==> images/port_nets.png <==
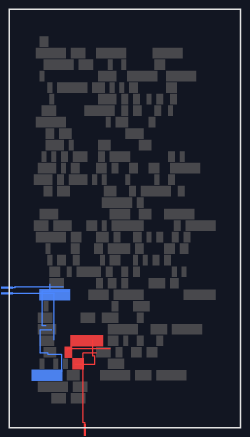
==> images/registers.png <==
The bar under the picture is 20 um long. Other sequential cells in the stronger grey, the rest of the logic in the fainter grey.
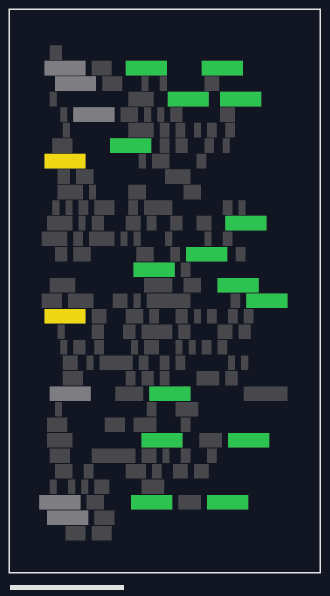
==> images/metal_stack.png <==
The bar under the picture is 20 um long.
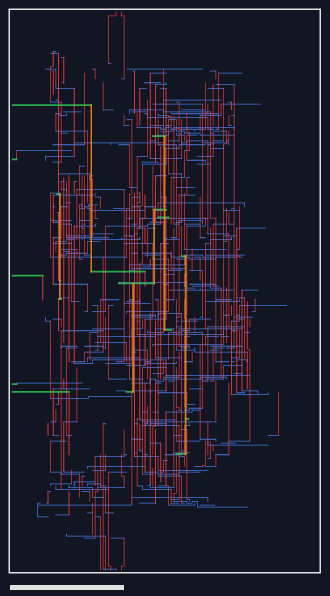
==> images/drive_strength.png <==
The bar under the picture is 20 um long.
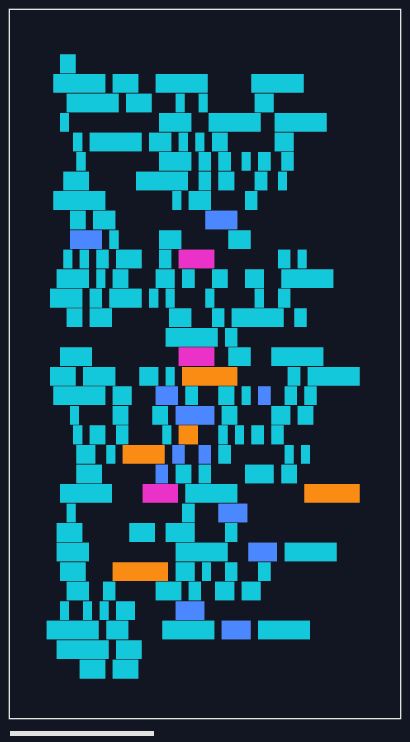
--- src/rtl/cic_region_sequencer.sv ---
// Console reset / CIC release / region retry sequencer for the SNES test board.
// Tries one region, toggles it on CIC failure up to MAX_RETRY times, then locks out.
module cic_region_sequencer #(
    parameter int unsigned RESET_HOLD     = 1024,
    parameter int unsigned CIC_SETTLE     = 32767,
    parameter int unsigned MAX_RETRY      = 3,
    parameter bit          DEFAULT_REGION = 1'b0
) (
    input  logic       CLK_i,
    input  logic       RST_i,
    input  logic       RESET_BTN_i,
    input  logic       IGR_RST_REQ_i,
    input  logic       IGR_REGION_REQ_i,
    input  logic       CIC_FAIL_i,
    output logic       SYS_RESET_o,
    output logic       CIC_EN_o,
    output logic       REGION_o,
    output logic       FAIL_o,
    output logic [1:0] RETRY_o
);

    localparam int unsigned CNT_MAX = (RESET_HOLD > CIC_SETTLE) ? RESET_HOLD : CIC_SETTLE;
    localparam int unsigned CW      = (CNT_MAX > 1) ? $clog2(CNT_MAX) : 1;
    localparam int unsigned RW      = (MAX_RETRY > 0) ? $clog2(MAX_RETRY + 1) : 1;

    localparam logic [CW-1:0] HOLD_LOAD   = CW'(RESET_HOLD - 1);
    localparam logic [CW-1:0] SETTLE_LOAD = CW'(CIC_SETTLE - 1);
    localparam logic [RW-1:0] RETRY_LIM   = RW'(MAX_RETRY);

    typedef enum logic [1:0] {
        ST_HOLD,
        ST_SETTLE,
        ST_RUN,
        ST_LOCKOUT
    } state_t;

    state_t          state_q, state_d;
    logic [CW-1:0]   cnt_q, cnt_d;
    logic [RW-1:0]   retry_q, retry_d;
    logic            region_q, region_d;
    logic [1:0]      retry_sat;

    assign REGION_o = region_q;

    // Next state: region request beats plain restarts, which beat CIC failure.
    always_comb begin
        state_d  = state_q;
        cnt_d    = cnt_q;
        region_d = region_q;
        retry_d  = retry_q;

        if (IGR_REGION_REQ_i) begin
            state_d  = ST_HOLD;
            cnt_d    = HOLD_LOAD;
            region_d = ~region_q;
            retry_d  = '0;
        end else if (RESET_BTN_i || IGR_RST_REQ_i) begin
            state_d  = ST_HOLD;
            cnt_d    = HOLD_LOAD;
            retry_d  = '0;
        end else begin
            case (state_q)
                ST_HOLD: begin
                    if (cnt_q == '0) begin
                        state_d = ST_SETTLE;
                        cnt_d   = SETTLE_LOAD;
                    end else begin
                        cnt_d = cnt_q - CW'(1);
                    end
                end
                ST_SETTLE: begin
                    if (cnt_q == '0) begin
                        state_d = ST_RUN;
                    end else begin
                        cnt_d = cnt_q - CW'(1);
                    end
                end
                ST_RUN: begin
                    if (CIC_FAIL_i) begin
                        if (retry_q < RETRY_LIM) begin
                            state_d  = ST_HOLD;
                            cnt_d    = HOLD_LOAD;
                            region_d = ~region_q;
                            retry_d  = retry_q + RW'(1);
                        end else begin
                            state_d = ST_LOCKOUT;
                        end
                    end
                end
                ST_LOCKOUT: ;
                default: begin
                    state_d = ST_HOLD;
                    cnt_d   = HOLD_LOAD;
                end
            endcase
        end

        retry_sat = (32'(retry_d) > 32'd3) ? 2'd3 : 2'(retry_d);
    end

    // State and registered output decodes.
    always_ff @(posedge CLK_i) begin
        if (RST_i) begin
            state_q     <= ST_HOLD;
            cnt_q       <= HOLD_LOAD;
            region_q    <= DEFAULT_REGION;
            retry_q     <= '0;
            SYS_RESET_o <= 1'b1;
            CIC_EN_o    <= 1'b0;
            FAIL_o      <= 1'b0;
            RETRY_o     <= 2'd0;
        end else begin
            state_q     <= state_d;
            cnt_q       <= cnt_d;
            region_q    <= region_d;
            retry_q     <= retry_d;
            SYS_RESET_o <= (state_d != ST_RUN);
            CIC_EN_o    <= (state_d == ST_RUN);
            FAIL_o      <= (state_d == ST_LOCKOUT);
            RETRY_o     <= retry_sat;
        end
    end

endmodule

--- config.mk ---
export PLATFORM = sky130hd
export DESIGN_NAME = cic_region_sequencer
export DESIGN_NICKNAME = d
export VERILOG_FILES = /design/src/rtl/cic_region_sequencer.sv
export SDC_FILE = /design/constraint.sdc
export NUM_CORES = 1
export LEC_CHECK = 0
export CELL_PAD_IN_SITES_DETAIL_PLACEMENT = 1
export CELL_PAD_IN_SITES_GLOBAL_PLACEMENT = 2
export CORE_ASPECT_RATIO = 2
export CORE_MARGIN = 5
export CORE_UTILIZATION = 34
export CTS_CLUSTER_SIZE = 12
export DETAILED_ROUTE_END_ITERATION = 8
export GPL_ROUTABILITY_DRIVEN = 0
export GPL_TIMING_DRIVEN = 0
export PLACE_DENSITY = 0.78
export SLEW_MARGIN = 30
export SYNTH_ARGS = -nofsm -noshare
export SYNTH_HDL_FRONTEND = slang
export SYNTH_SLANG_ARGS = --single-unit
--- constraint.sdc ---
create_clock -name CLK_i -period 2.2 [get_ports CLK_i]
set_input_delay 0.44 -clock CLK_i [delete_from_list [all_inputs] [get_ports CLK_i]]
set_output_delay 0.44 -clock CLK_i [all_outputs]
set_load 0.005 [all_outputs]
==> reports/notes.md <==
The run finished with clean final reports. The tools report the unique cell type count in the Yosys netlist as 44. The clock tree cell share of total cell area is 0.0294. With the ratio of final minimum period to clock period at 0.941, the remaining routing DRC violations is 0. Yosys reports that the most numerous cell types are 23 x dfxtp_1, 16 x nor2_1, 12 x a21oi_1, 11 x o21ai_0, 10 x nand2_1.

During placement, the flow inserted port buffers numbering 11. Per the OpenROAD timing report, the critical path contains 8 cells. The tools report the capturing element type of the critical path as a flip-flop. For the sequential-to-total area share from yosys stat, the log shows 0.345. The proportion of layout cells with a drive suffix above 1 is 0.119, and the number of vias per cell after detailed routing is 5.73.

For the CTS sink count, the log shows 23. For the data required time of the critical path, the log shows 2.38 ns. The cell sitting at the root of the clock tree is a clkbuf_8. Power comes to 735 uW. In the final timing run, aggregate negative setup slack is 0 ns. The timing report gives the biggest stage delay along the critical path as 0.35 ns. The run gives 0.0866 for the non-clock buffer area fraction after layout. Detailed-route iteration 0 reported a violation count of 29. The cell area after placement is 1510 um2, and the combinational-cell power consumption is 28.4 uW. Per the skew report, the later register of the worst-skew pair sees a clock latency of 0.28 ns. Per the post-place timing report, worst setup slack is -0.379 ns. In this run the tools logged warnings totalling 31. For reference, the critical path cell chain is inv_1, ha_1, nor4b_2, nand4_4, o21a_1, buf_2, o21a_1, o221a_2.

The run gives 0 as the cts-stage hold buffer count. The final report lists the setup-violating endpoint count as 0. The cell taking the most area after synthesis is dfxtp_1.

The flow reported a cell area power density of 467 nW/um2. The run reported a max-capacitance violation count of 0. In the post-synthesis netlist, the cell with the most instances is dfxtp_1. Gates resized during post-CTS repair numbered 2.

The tools report the summed standard-cell area reported by yosys as 1340 um2. The detailed router used layers up to and including met4.
-- port_nets.png (at the start) --
RETRY_o -> blue  # bits 2, direction output, edge left, end cells 2, wire 68.2 um
RESET_BTN_i -> red  # bits 1, direction input, edge bottom, end cells 3, wire 42.2 um

-- registers.png (at the start) --
state_q -> yellow  # flops 2
cnt_q -> green  # flops 15
not coloured = 6

-- metal_stack.png (at the start) --
met4 -> orange  # wire length 148 um
met2 -> red  # wire length 2,240 um
met1 -> blue  # wire length 1,350 um
met3 -> green  # wire length 57.3 um

-- drive_strength.png (at the start) --
drive 1 or less -> cyan  # cells 148, most used dfxtp_1
drive 2 -> blue  # cells 12, most used o221a_2
drive 6 and up -> magenta  # cells 3, most used clkbuf_8
drive 3 to 4 -> orange  # cells 5, most used nor4_4

[cell usage in the layout, fill, tap and decap left out, types with 3 or more instances in the layout]
| cell | synthesis | final |
|---|---|---|
| a21oi_1 | 12 | 12 |
| clkbuf_8 | 0 | 3 |
| clkdlybuf4s50_1 | 0 | 11 |
| dfxtp_1 | 23 | 23 |
| ha_1 | 8 | 8 |
| inv_1 | 7 | 7 |
| nand2_1 | 10 | 10 |
| nand3_1 | 4 | 4 |
| nand4_1 | 3 | 3 |
| nor2_1 | 16 | 16 |
| nor3_1 | 4 | 4 |
| o21a_1 | 5 | 5 |
| o21ai_0 | 11 | 11 |
| o221a_2 | 4 | 4 |
| o22ai_1 | 3 | 3 |
| o311ai_0 | 4 | 4 |
Power and IR drop assume default switching activity.
